==> run_1/m3.png <==
Scale: 2 px per um.
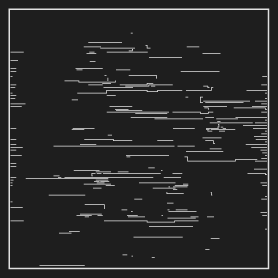
==> run_1/m2.png <==
Scale: 2 px per um.
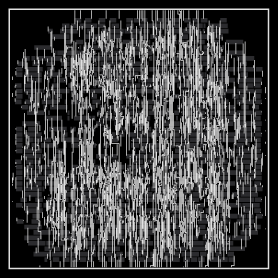
==> run_1/congestion_map.png <==
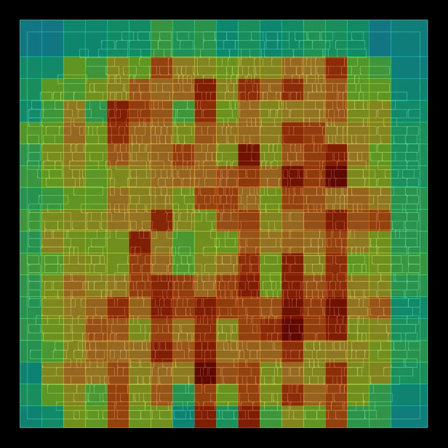
Design seq_divider, sky130hd; sources not shown.
==> summary.json, run 1 <==
{
  "synth": {
    "post_synth_instance_area_mm2": 0.00920,
    "synth.avg_cell_area_um2": 10.2,
    "yosys_warnings": 0,
    "yosysTopAreaCell": "sky130_fd_sc_hd__dfrtp_1",
    "dominant_cells_by_area_after_synthesis": "sky130_fd_sc_hd__dfrtp_1 46%, sky130_fd_sc_hd__mux2_2 12%, sky130_fd_sc_hd__ha_1 4.6%",
    "enable_flop_cells": 0,
    "synth_top_cell_by_count": "sky130_fd_sc_hd__dfrtp_1",
    "yosys_register_bits": 171,
    "synth_seq_share": 0.465,
    "synth-async-reset-ratio": 1.00,
    "synth_top_flop_cell": "sky130_fd_sc_hd__dfrtp_1",
    "post_synth_num_cell_types": 63,
    "netlist_top_cells_count": "171 x sky130_fd_sc_hd__dfrtp_1, 95 x sky130_fd_sc_hd__mux2_2, 89 x sky130_fd_sc_hd__nor2_1, 67 x sky130_fd_sc_hd__nand2_1, 52 x sky130_fd_sc_hd__a21oi_1",
    "yosys.stat.chipArea_mm2": 0.00920,
    "syn_inst": 902
  },
  "final_timing": {
    "final_worst_setup_slack_ps": 808,
    "hold_viol_final": 0,
    "finalHoldWorstSlack_ps": 484,
    "fin_crit_ps": 3190,
    "setup-tns-final_ps": 0,
    "rsz0062_at_grt": "no",
    "clock.fmax_mhz": 313,
    "min_period_over_period": 0.798,
    "timing.final.max_slew_violations": 96,
    "worstMarginPinSlew_ps": 2400
  },
  "worst_setup_path": {
    "worstPathMaxFanout": 3,
    "crit_path_start_kind": "flop",
    "ff2ff_setup_slack_ps": 810,
    "path_depth": 11,
    "path_buffers": 1,
    "arrival_time_of_the_worst_setup_path_ps": 3510,
    "required_ps": 4320,
    "crit_slowest_cell": "sky130_fd_sc_hd__o31ai_2",
    "critPathKind": "reg2reg",
    "cpLargestDelayFamily": "AND-OR/OR-AND gates",
    "setup.worst_path.end_class": "flop"
  },
  "power": {
    "pwr_per_cell_area_mw_per_mm2": 957,
    "seq_power_w": 0.00294,
    "share_seq_of_total_power": 0.273,
    "power.combinational.total_w": 0.00618,
    "comb_power_share": 0.575,
    "power-top-group": "combinational cells",
    "cellLeakagePower_nw": 5.00,
    "clockPowerShare": 0.152
  },
  "final_layout": {
    "comb-cell-share": 0.404,
    "n_all_inverters": 42,
    "clockNetworkAreaShare": 0.0497,
    "final-seq-area_mm2": 0.00428,
    "antenna_cells": 0,
    "comb_cells": 634,
    "finalNetCount": 1120,
    "sh_seq_area": 0.381,
    "layout.area.top_class": "logic gates",
    "final_core_utilization": 0.740,
    "final_layout_top_logic_cells": "171 x sky130_fd_sc_hd__dfrtp_1, 132 x sky130_fd_sc_hd__clkdlybuf4s50_1, 95 x sky130_fd_sc_hd__mux2_2",
    "synthToLayoutAreaGrowth_pct": 22.2,
    "layout.nonclk_buf_frac": 0.131,
    "num-clock-buffers": 21,
    "mostFrequentLayoutCell": "sky130_fd_sc_hd__dfrtp_1",
    "buffers": 151,
    "layout_cell_share_with_drive_strength_beyond_1": 0.156,
    "comb_area_mm2": 0.00454
  },
  "place": {
    "gp_congestion": 0.894,
    "post_detail_place_hpwl_mm": 16.5,
    "port_buffers": 133
  },
  "route": {
    "postRouteAntennaNets": 0,
    "wl_per_cell_um": 19.4,
    "route.top_layer_used": "met4",
    "wl_met2_mm": 11.3,
    "drc": 0,
    "first_iter_violations": 789,
    "detailedRoute.firstPassIterationCount": 6,
    "dr_wl_met3_mm": 1.61
  },
  "die": {
    "fp-row-count": 45,
    "tap_cells": 188,
    "die_area_mm2": 0.0166,
    "chipWidth_um": 129,
    "num_io_pins": 135,
    "initial_core_util": 0.605,
    "die_y_um": 129,
    "core_area_mm2": 0.0152
  },
  "clock_tree": {
    "ctsHtreeMaxLevel": 4,
    "clock_sink_count": 171,
    "ctsLongestPathBuffers": 2,
    "cts_tree": "built",
    "clk_latency_ps": 430,
    "cts.root.buffer_cell": "sky130_fd_sc_hd__clkbuf_16",
    "cts.clk_slew.worst_paths_ps": 60,
    "clock_buffer_count_from_cts": 17,
    "postCtsHoldBufs": 0,
    "cts_setup_buffers": 0
  },
  "hold_path": {
    "hold_class": "reg2reg",
    "min_delay_path_depth": 2
  },
  "status": {
    "outcome": "finished with violations",
    "violations": "max-capacitance violations, max-slew violations"
  },
  "global_route": {
    "largest_net_degree_at_the_start_of_global_routing": 96,
    "grt_first_pass_wirelength_mm": 38.0,
    "via_count_of_the_first_global_routing_pass": 7566,
    "most_used_routing_layer_in_global_routing": "met2"
  },
  "job": {
    "max_cap_violations": 1
  }
}
About m3.png:
- main direction: horizontal
- nets with wire on the layer: 163
via count: 7601
met3 capacity usage during global routing: 0.0632

About m2.png:
- longest straight run: 51.0 um
- wire length on this layer: 11300 um
wire length after detailed routing: 23.6 mm
Global Route met2 Usage: 0.474

About congestion_map.png:
met1 Track Usage GR: 0.398
GRT Overall Usage: 0.295

run 1: per-stage QoR:
step | power (W) | cells | area [um2]
finish | 0.0108 | 1214 | 11200
global route | 0.0115 | 1214 | 11200
CTS | 0.0107 | 1214 | 11300
detailed placement | 0.00895 | 1186 | 10700
global placement | 0.00877 | 1186 | 10700
floorplan | 0.00751 | 847 | 8940
run 1: logic make-up (layout without fill, tap and decap cells):
logic type               Yosys count  after routing  share of synthesized area
flip-flops                       171            171                      0.465
AND-OR/OR-AND                    218            218                      0.163
AND/OR/NAND/NOR                  242            242                      0.118
adder cells (fa/ha/maj)           35             35                     0.0484
multiplexers                     109            109                      0.131
XOR/XNOR                          30             30                     0.0286
buffers and inverters             97            221                     0.0453
--- run 2 (diff from run 1) ---
- CORE_UTILIZATION: 59 -> 50
- PLACE_DENSITY: 0.86 -> 0.77
- clock period: 4 -> 2.76 ns (I/O delays scaled with it)
==> run_2/congestion_map.png <==
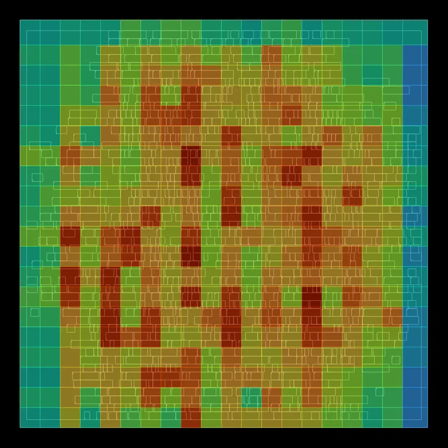
routed length per instance: 18.4 um
met1 Track Usage GR: 0.345

==> run_2/sizing.png <==
Scale: 3 px per um.
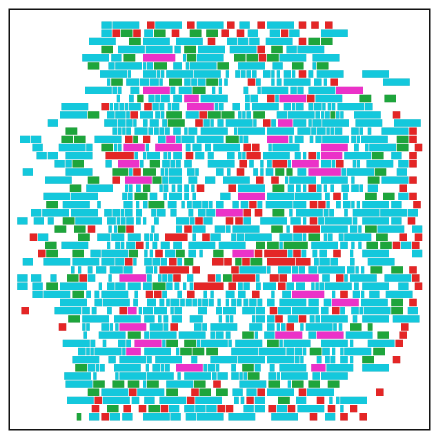
- x2: green (cells 129; share 12%)
- x6 and larger: magenta (cells 32; share 2.9%)
- x1 and smaller: cyan (cells 777; share 71%)
- x3 and x4: red (cells 152; share 14%)
Area Overhead vs Synth: 28.7%
Final Worst Setup Slack: -42.6 ps
final cell area excluding filler cells: 0.0118 mm2
Plain + repair buffers: 211

==> run 2 against run 1 <==
  * Utilization down 8.2 points
  * Sequential cell count stayed put
  * Worst hold slack lost 2.7 ps
  * Synthesized cell count is the same
  * The flow finishes with violations (max-capacitance violations, max-slew violations, negative setup slack)
  * Final cell count rose by 8.6%
  * Largest cell class unchanged
==> summary.json, run 2 <==
{
  "synth": {
    "synth_seq_share": {"value": 0.465, "change": "unchanged"},
    "dominant_cells_by_area_after_synthesis": "sky130_fd_sc_hd__dfrtp_1 46%, sky130_fd_sc_hd__mux2_2 12%, sky130_fd_sc_hd__ha_1 4.6%",
    "enable_flop_cells": {"value": 0, "change": "unchanged"},
    "synth_top_flop_cell": "sky130_fd_sc_hd__dfrtp_1",
    "post_synth_num_cell_types": {"value": 63, "change": "unchanged"},
    "simple_gate_share": {"value": 0.118, "change": "unchanged"},
    "netlist_top_cells_count": "171 x sky130_fd_sc_hd__dfrtp_1, 95 x sky130_fd_sc_hd__mux2_2, 89 x sky130_fd_sc_hd__nor2_1, 67 x sky130_fd_sc_hd__nand2_1, 52 x sky130_fd_sc_hd__a21oi_1",
    "yosysTopAreaCell": "sky130_fd_sc_hd__dfrtp_1",
    "ys_sh_xor": {"value": 0.0286, "change": "unchanged"},
    "syn_inst": {"value": 902, "change": "unchanged"},
    "post_synth_instance_area": {"value": 0.00920, "unit": "mm2", "change": "unchanged"},
    "yosys_register_bits": {"value": 171, "change": "unchanged"},
    "synth.avg_cell_area": {"value": 10.2, "unit": "um2", "change": "unchanged"},
    "synth.comb.largest_family": "AND-OR/OR-AND gates",
    "synth_top_cell_by_count": "sky130_fd_sc_hd__dfrtp_1",
    "yosys.stat.chipArea": {"value": 0.00920, "unit": "mm2", "change": "unchanged"},
    "synth-async-reset-ratio": {"value": 1.00, "change": "unchanged"}
  },
  "final_layout": {
    "antenna_cells": {"value": 0, "change": "unchanged"},
    "layout.area.top_class": "logic gates",
    "mostFrequentLayoutCell": "sky130_fd_sc_hd__dfrtp_1",
    "final_core_utilization": {"value": 0.657, "change": "-0.0824"},
    "sh_seq_area": {"value": 0.361, "change": "-0.0194"},
    "comb-cell-share": {"value": 0.396, "change": "-0.00853"},
    "final-seq-area": {"value": 0.00428, "unit": "mm2", "change": "unchanged"},
    "n_all_inverters": {"value": 42, "change": "unchanged"},
    "final_layout_top_logic_cells": "171 x sky130_fd_sc_hd__dfrtp_1, 137 x sky130_fd_sc_hd__buf_4, 95 x sky130_fd_sc_hd__mux2_2",
    "fin_cells": {"value": 1319, "change": "+8.6%"},
    "num-clock-buffers": {"value": 23, "change": "+9.5%"},
    "layout.nonclk_buf_frac": {"value": 0.153, "change": "+0.0227"},
    "clockNetworkAreaShare": {"value": 0.0524, "change": "+0.00264"},
    "finalNetCount": {"value": 1180, "change": "+5.4%"}
  },
  "clock_tree": {
    "cts.clk_slew.worst_paths": {"value": 60, "unit": "ps", "change": "about the same"},
    "clk_latency": {"value": 440, "unit": "ps", "change": "about the same"},
    "cts.root.buffer_cell": "sky130_fd_sc_hd__clkbuf_16",
    "cts_setup_buffers": {"value": 0, "change": "unchanged"},
    "postCtsHoldBufs": {"value": 0, "change": "unchanged"},
    "ctsLongestPathBuffers": {"value": 2, "change": "unchanged"}
  },
  "job": {
    "max_cap_violations": {"value": 1, "change": "unchanged"}
  },
  "power": {
    "pwr_per_cell_area": {"value": 1430, "unit": "mW/mm2", "change": "+49%"}
  },
  "final_timing": {
    "worstMarginPinSlew": {"value": 1860, "unit": "ps", "change": "-539 ps"},
    "setup_viol": 2,
    "clock.fmax": {"value": 357, "unit": "MHz", "change": "+14%"},
    "rsz0062_at_grt": "yes",
    "hold_viol_final": {"value": 0, "change": "unchanged"},
    "finalHoldWorstSlack": {"value": 481, "unit": "ps", "change": "-2.70 ps"},
    "timing.final.max_slew_violations": {"value": 74, "change": "-23%"},
    "final_worst_setup_slack": {"value": -42.6, "unit": "ps", "change": "-851 ps"},
    "fin_crit": {"value": 2800, "unit": "ps", "change": "-389 ps"},
    "setup-tns-final": {"value": -59.3, "unit": "ps", "change": "-59.3 ps"},
    "min_period_over_period": {"value": 1.02, "change": "+0.217"}
  },
  "die": {
    "die_area": {"value": 0.0195, "unit": "mm2", "change": "+17%"},
    "die_y": {"value": 140, "unit": "um", "change": "+8.4%"},
    "fp-row-count": {"value": 49, "change": "+8.9%"},
    "num_io_pins": {"value": 135, "change": "unchanged"},
    "tap_cells": {"value": 229, "change": "+22%"}
  },
  "place": {
    "place_inst": {"value": 1281, "change": "+8.0%"},
    "port_buffers": {"value": 133, "change": "unchanged"},
    "total_cell_area_at_the_placement_stage": {"value": 0.0111, "unit": "mm2", "change": "+3.3%"}
  },
  "worst_setup_path": {
    "critPathMaxStageDelay_ps": 400,
    "worstPathMaxFanout": {"value": 10, "change": "+7"},
    "critPathKind": "reg2reg",
    "required": {"value": 3080, "unit": "ps", "change": "-1240 ps"},
    "setup.worst_path.end_class": "flop",
    "arrival_time_of_the_worst_setup_path": {"value": 3120, "unit": "ps", "change": "-390 ps"},
    "crit_slowest_cell": "sky130_fd_sc_hd__dfrtp_1",
    "path_depth": {"value": 11, "change": "unchanged"}
  },
  "route": {
    "postRouteAntennaNets": {"value": 0, "change": "unchanged"},
    "drc": {"value": 0, "change": "unchanged"},
    "first_iter_violations": {"value": 687, "change": "-13%"},
    "detailedRoute.firstPassIterationCount": {"value": 7, "change": "+1"}
  },
  "status": {
    "violations": "max-capacitance violations, max-slew violations, negative setup slack",
    "outcome": "finished with violations"
  },
  "global_route": {
    "via_count_of_the_first_global_routing_pass": {"value": 7599, "change": "+0.44%"},
    "global_route.usage.total": {"value": 0.248, "change": "-0.0464"}
  },
  "hold_path": {
    "min_delay_path_depth": {"value": 1, "change": "-1"},
    "hold_class": "reg2reg"
  }
}
==> run_2/m3.png <==
Scale: 2 px per um.
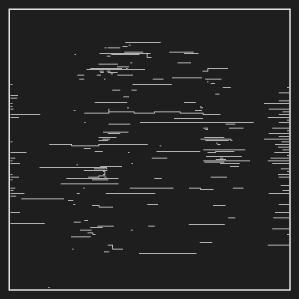
- longest straight run: 56.6 um
- main direction: horizontal
wire length after detailed routing: 24.3 mm
via count: 7684
met3 capacity usage during global routing: 0.0361

==> run 2: cell count changes in the layout (fill, tap and decap cells not counted), sizes merged <==
cell	previous run	this run
clkdlybuf4s50	132	65
clkbuf	23	27
clkinv	1	2
inv	43	44
buf	17	142
==> run 2: power breakdown <==
part / leakage, nW / internal [W] / switching [W] / total, W
Sequential: 2.14 / 0.00348 / 0.000761 / 0.00424
Combinational: 3.08 / 0.00442 / 0.00572 / 0.0101
Clock: 0.300 / 0.00152 / 0.00102 / 0.00254
==> run 2: layer usage <==
layer | part of all wire | GRT usage | routed length [um] | up-vias
met4 | 0.020 | 0.0847 | 477 | 0
met3 | 0.058 | 0.0361 | 1400 | 47
li1 | - | - | - | 3591
met2 | 0.48 | 0.402 | 11600 | 290
met1 | 0.44 | 0.345 | 10800 | 3756
met5 | 0 | 0 | 0 | -
Power figures rest on the tool's default switching activity, not on a simulated workload.
